Pin placement:
Pins as bars across the die edge, other pins in gray.
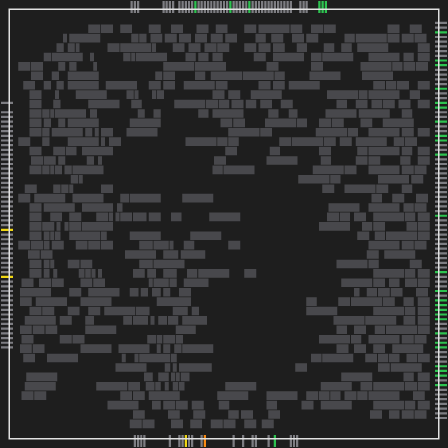
Routed clock nets over the placement:
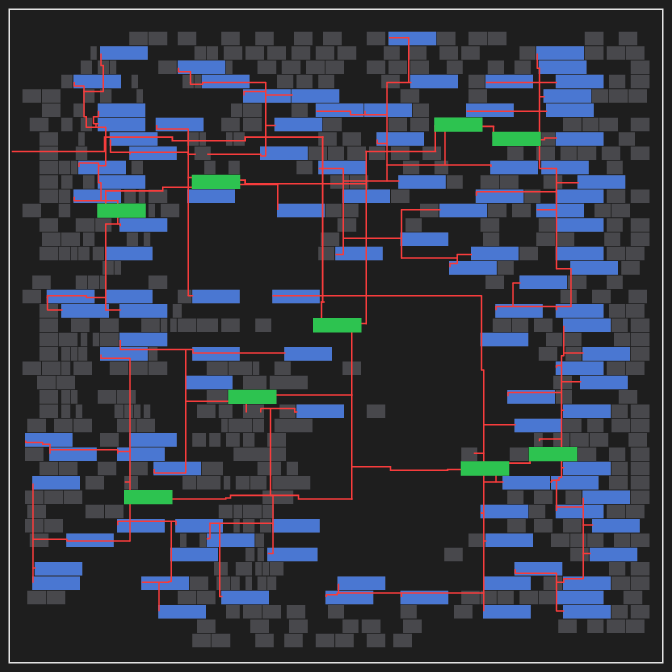
===== config.mk =====
export PLATFORM = sky130hd
export DESIGN_NAME = lsu_ctrl
export DESIGN_NICKNAME = d
export VERILOG_FILES = /design/src/rtl/lsu_ctrl.sv
export SDC_FILE = /design/constraint.sdc
export NUM_CORES = 1
export LEC_CHECK = 0
export CAP_MARGIN = 20
export CORE_MARGIN = 2
export CORE_UTILIZATION = 30
export CTS_CLUSTER_SIZE = 25
export DETAILED_ROUTE_END_ITERATION = 16
export PLACE_DENSITY = 0.62
export SKIP_CTS_REPAIR_TIMING = 1
export SLEW_MARGIN = 20
export SYNTH_ARGS = -nofsm -noshare
export SYNTH_HDL_FRONTEND = slang
export SYNTH_SLANG_ARGS = --single-unit

===== constraint.sdc =====
create_clock -name clk -period 3.8 [get_ports clk]
set_input_delay 1.14 -clock clk [delete_from_list [all_inputs] [get_ports clk]]
set_output_delay 1.14 -clock clk [all_outputs]
set_load 0.02 [all_outputs]

===== src/rtl/lsu_ctrl.sv =====
// Load/store unit controller: one pipeline request at a time to a single memory port.
// Macro LSU_MISALIGN_EN: misaligned half/word requests are split into byte accesses instead of faulting.
module lsu_ctrl #(
  parameter int DATA_WIDTH = 32
) (
  input  logic                  clk,
  input  logic                  rst_n,
  input  logic                  req_valid,
  output logic                  req_ready,
  input  logic                  req_we,
  input  logic [2:0]            req_ctrl,
  input  logic [DATA_WIDTH-1:0] req_addr,
  input  logic [DATA_WIDTH-1:0] req_wdata,
  output logic                  rsp_valid,
  input  logic                  rsp_ready,
  output logic [DATA_WIDTH-1:0] rsp_rdata,
  output logic                  rsp_fault,
  output logic [DATA_WIDTH-1:0] mem_A,
  output logic                  mem_WE,
  output logic [2:0]            mem_ctrl,
  output logic [DATA_WIDTH-1:0] mem_WD,
  input  logic [DATA_WIDTH-1:0] mem_RD
);

  typedef enum logic [1:0] {
    ST_IDLE   = 2'd0,
    ST_ACCESS = 2'd1,
    ST_RESP   = 2'd3
`ifdef LSU_MISALIGN_EN
    , ST_BYTES = 2'd2
`endif
  } state_t;

  state_t                state_r;
  logic                  req_ready_r;
  logic                  rsp_valid_r;
  logic                  rsp_fault_r;
  logic [DATA_WIDTH-1:0] rsp_rdata_r;
  logic [DATA_WIDTH-1:0] mem_a_r;
  logic                  mem_we_r;
  logic [2:0]            mem_ctrl_r;
  logic [DATA_WIDTH-1:0] mem_wd_r;
  logic                  we_r;
  logic [2:0]            ctrl_r;
  logic                  misalign_s;

`ifdef LSU_MISALIGN_EN
  logic [DATA_WIDTH-1:0] addr_r;
  logic [DATA_WIDTH-1:0] wdata_r;
  logic [DATA_WIDTH-1:0] data_r;
  logic [1:0]            cnt_r;
  logic [1:0]            next_cnt_s;
  logic                  last_s;
  logic [DATA_WIDTH-1:0] bytes_data_s;
  logic [7:0]            next_byte_s;
  logic [DATA_WIDTH-1:0] byte_addr_s;
`endif

  assign req_ready = req_ready_r;
  assign rsp_valid = rsp_valid_r;
  assign rsp_fault = rsp_fault_r;
  assign rsp_rdata = rsp_rdata_r;
  assign mem_A     = mem_a_r;
  assign mem_WE    = mem_we_r;
  assign mem_ctrl  = mem_ctrl_r;
  assign mem_WD    = mem_wd_r;

  // Size/sign extension of LSB-aligned load data.
  function automatic logic [DATA_WIDTH-1:0] ext_load(input logic [DATA_WIDTH-1:0] d,
                                                     input logic [2:0] c);
    logic [DATA_WIDTH-1:0] r;
    case (c[1:0])
      2'b00:   r = c[2] ? {{(DATA_WIDTH-8){1'b0}}, d[7:0]} : {{(DATA_WIDTH-8){d[7]}}, d[7:0]};
      2'b01:   r = c[2] ? {{(DATA_WIDTH-16){1'b0}}, d[15:0]} : {{(DATA_WIDTH-16){d[15]}}, d[15:0]};
      default: r = d;
    endcase
    return r;
  endfunction

  // Alignment check of the incoming request.
  always_comb begin
    misalign_s = 1'b0;
    case (req_ctrl[1:0])
      2'b01:   misalign_s = req_addr[0];
      2'b10:   misalign_s = (req_addr[1:0] != 2'b00);
      default: misalign_s = 1'b0;
    endcase
  end

`ifdef LSU_MISALIGN_EN
  // Byte-sequence helpers: merged load lanes and the next byte/address to present.
  always_comb begin
    next_cnt_s   = cnt_r + 2'd1;
    last_s       = (ctrl_r[1:0] == 2'b01) ? (cnt_r == 2'd1) : (cnt_r == 2'd3);
    bytes_data_s = data_r;
    bytes_data_s[{cnt_r, 3'b000} +: 8] = mem_RD[7:0];
    next_byte_s  = wdata_r[{next_cnt_s, 3'b000} +: 8];
    byte_addr_s  = addr_r + {{(DATA_WIDTH-2){1'b0}}, next_cnt_s};
  end
`endif

  // Request/response FSM with registered memory-port and response outputs.
  always_ff @(posedge clk or negedge rst_n) begin
    if (!rst_n) begin
      state_r     <= ST_IDLE;
      req_ready_r <= 1'b1;
      rsp_valid_r <= 1'b0;
      rsp_fault_r <= 1'b0;
      rsp_rdata_r <= {DATA_WIDTH{1'b0}};
      mem_a_r     <= {DATA_WIDTH{1'b0}};
      mem_we_r    <= 1'b0;
      mem_ctrl_r  <= 3'b000;
      mem_wd_r    <= {DATA_WIDTH{1'b0}};
      we_r        <= 1'b0;
      ctrl_r      <= 3'b000;
`ifdef LSU_MISALIGN_EN
      addr_r      <= {DATA_WIDTH{1'b0}};
      wdata_r     <= {DATA_WIDTH{1'b0}};
      data_r      <= {DATA_WIDTH{1'b0}};
      cnt_r       <= 2'd0;
`endif
    end else begin
      case (state_r)
        ST_IDLE: begin
          if (req_valid) begin
            we_r        <= req_we;
            ctrl_r      <= req_ctrl;
            req_ready_r <= 1'b0;
`ifdef LSU_MISALIGN_EN
            addr_r      <= req_addr;
            wdata_r     <= req_wdata;
`endif
            if (req_ctrl[1:0] == 2'b11) begin
              state_r     <= ST_RESP;
              rsp_valid_r <= 1'b1;
              rsp_fault_r <= 1'b1;
              rsp_rdata_r <= {DATA_WIDTH{1'b0}};
            end else if (misalign_s) begin
`ifdef LSU_MISALIGN_EN
              state_r    <= ST_BYTES;
              cnt_r      <= 2'd0;
              data_r     <= {DATA_WIDTH{1'b0}};
              mem_a_r    <= req_addr;
              mem_ctrl_r <= 3'b100;
              mem_wd_r   <= {{(DATA_WIDTH-8){1'b0}}, req_wdata[7:0]};
              mem_we_r   <= req_we;
`else
              state_r     <= ST_RESP;
              rsp_valid_r <= 1'b1;
              rsp_fault_r <= 1'b1;
              rsp_rdata_r <= {DATA_WIDTH{1'b0}};
`endif
            end else begin
              state_r    <= ST_ACCESS;
              mem_a_r    <= req_addr;
              mem_ctrl_r <= req_ctrl;
              mem_wd_r   <= req_wdata;
              mem_we_r   <= req_we;
            end
          end else begin
            state_r <= ST_IDLE;
          end
        end
        ST_ACCESS: begin
          state_r     <= ST_RESP;
          rsp_valid_r <= 1'b1;
          rsp_fault_r <= 1'b0;
          rsp_rdata_r <= we_r ? {DATA_WIDTH{1'b0}} : ext_load(mem_RD, ctrl_r);
          mem_a_r     <= {DATA_WIDTH{1'b0}};
          mem_we_r    <= 1'b0;
          mem_ctrl_r  <= 3'b000;
          mem_wd_r    <= {DATA_WIDTH{1'b0}};
        end
`ifdef LSU_MISALIGN_EN
        ST_BYTES: begin
          data_r <= bytes_data_s;
          if (last_s) begin
            state_r     <= ST_RESP;
            cnt_r       <= 2'd0;
            rsp_valid_r <= 1'b1;
            rsp_fault_r <= 1'b0;
            rsp_rdata_r <= we_r ? {DATA_WIDTH{1'b0}} : ext_load(bytes_data_s, ctrl_r);
            mem_a_r     <= {DATA_WIDTH{1'b0}};
            mem_we_r    <= 1'b0;
            mem_ctrl_r  <= 3'b000;
            mem_wd_r    <= {DATA_WIDTH{1'b0}};
          end else begin
            cnt_r    <= next_cnt_s;
            mem_a_r  <= byte_addr_s;
            mem_wd_r <= {{(DATA_WIDTH-8){1'b0}}, next_byte_s};
          end
        end
`endif
        ST_RESP: begin
          if (rsp_ready) begin
            state_r     <= ST_IDLE;
            req_ready_r <= 1'b1;
            rsp_valid_r <= 1'b0;
            rsp_fault_r <= 1'b0;
            rsp_rdata_r <= {DATA_WIDTH{1'b0}};
          end else begin
            state_r <= ST_RESP;
          end
        end
        default: begin
          state_r     <= ST_IDLE;
          req_ready_r <= 1'b1;
          rsp_valid_r <= 1'b0;
          rsp_fault_r <= 1'b0;
          mem_we_r    <= 1'b0;
        end
      endcase
    end
  end

endmodule


==> Slide: Implementation Results <==
Flow Results at a Glance

Detailed routing
  – DR top layer: met4
  – Routed len/inst: 17.6 um
  – WL met3: 1440 um
  – Routed wl met2: a little under 6000 um
  – DRC Markers: 0
  – Vias: about 3.5k

Power and ir drop
  – PwrDens: 772 nW/um2
  – Sw Share: around two fifths
  – Power Total: about 0.0053 W
  – LEAKAGE: around 2.9 nW

Critical path
  – Crit path DAT: 3270 ps
  – WS Path Type: in -> reg
  – CP Capture Type: register
  – WP depth: 7
  – Worst reg2reg path depth: 5
  – CP max-delay cell: clkdlybuf4s50_1
  – Bufs and invs on worst path: 2

Yosys
  – Mapped cell area: around 4300 um2
  – Commonest cells post-synth: dfrtp_1, a22o_1, nand2_1
  – Mux share: ~1.5%
  – Most common cell in the netlist: dfrtp_1
  – Compound Share, Synth: roughly 23%
  – Top-area cell share: a little over three fifths
  – Dominant comb cell: AND-OR/OR-AND gates

Global routing
  – Total GRT Usage: 16.0%
  – Initial antenna violation count: 0
  – GRT met1 Usage: 19.3%
  – Pin count of the biggest net entering global routing: slightly below 70

Clock tree
  – Clock net sink count: 109
  – CTS max path bufs: 2
  – Clk root buf: clkbuf_16

Worst hold path
  – Hold Crit Class: reg -> reg
  – Hold EP: rsp_fault

Timing
  – RSZ-0062 raised after global routing: no
  – Sum of negative setup slack: 0 ps
  – Worst slew pin tran: just under 700 ps
  – Final hold slack: between 400 and 500 ps
  – Setup ws final: approximately 770 ps
  – Tmin final: ~3000 ps

Floorplanning
  – Top-level I/O count: just over 200
  – Core ar.: ~14000 um2
  – Die Area: about 15000 um2

Run status
  – Status: complete, no violations

Final layout
  – Util after Layout: approximately 49%
  – Area Growth Syn to Fin: 58.9%
  – Dominant logic cell types in the final layout: clkdlybuf4s50_1, dfrtp_1, a22o_1

Placement
  – Detailed Place HPWL: around 8700 um
  – DP Worst Slack: approximately 120 ps
## Picture notes: 'pin placement'
`req_ctrl` -> yellow  # pins 3, direction input, edge 2 left, 1 bottom
`mem_WD` -> green  # pins 32, direction output, edge 25 right, 6 top, 1 bottom
`rsp_valid` -> orange  # pins 1, direction output, edge bottom
all pins by edge = 85 right, 52 left, 49 top, 21 bottom

## Picture notes: 'routed clock nets over the placement'
clock wires -> red  # length 1450 um
flip-flops -> blue  # count 109
clock drivers -> green  # count 9
routed clock nets = 10
flops lie = spread over the die

[layout make-up]
type | instances | area [um2]
timing repair buffer | 215 | 2160
sequential | 109 | 2730
multi-input combinational | 188 | 1420
clock buffer | 9 | 225
clock inverter | 7 | 57.6
tap | 180 | 225
inverter | 5 | 18.8
fill | 1239 | 7100
[worst min-delay path: stages, from the launching register on]
cell	delay, ps
dfrtp_1	350
nand2_1	50
o31ai_1	50
[power by group through the flow]
| stage | registers [W] | logic, W | clock network [W] |
|---|---|---|---|
| global placement | 0.00192 | 0.00246 | 0 |
| floorplan | 0.00236 | 0.000837 | 0 |
| global route | 0.00199 | 0.00263 | 0.00101 |
| detailed placement | 0.00194 | 0.00248 | 0 |
| finish | 0.00192 | 0.00245 | 0.000912 |
| CTS | 0.00192 | 0.00249 | 0.000945 |
Power and IR drop assume default switching activity.
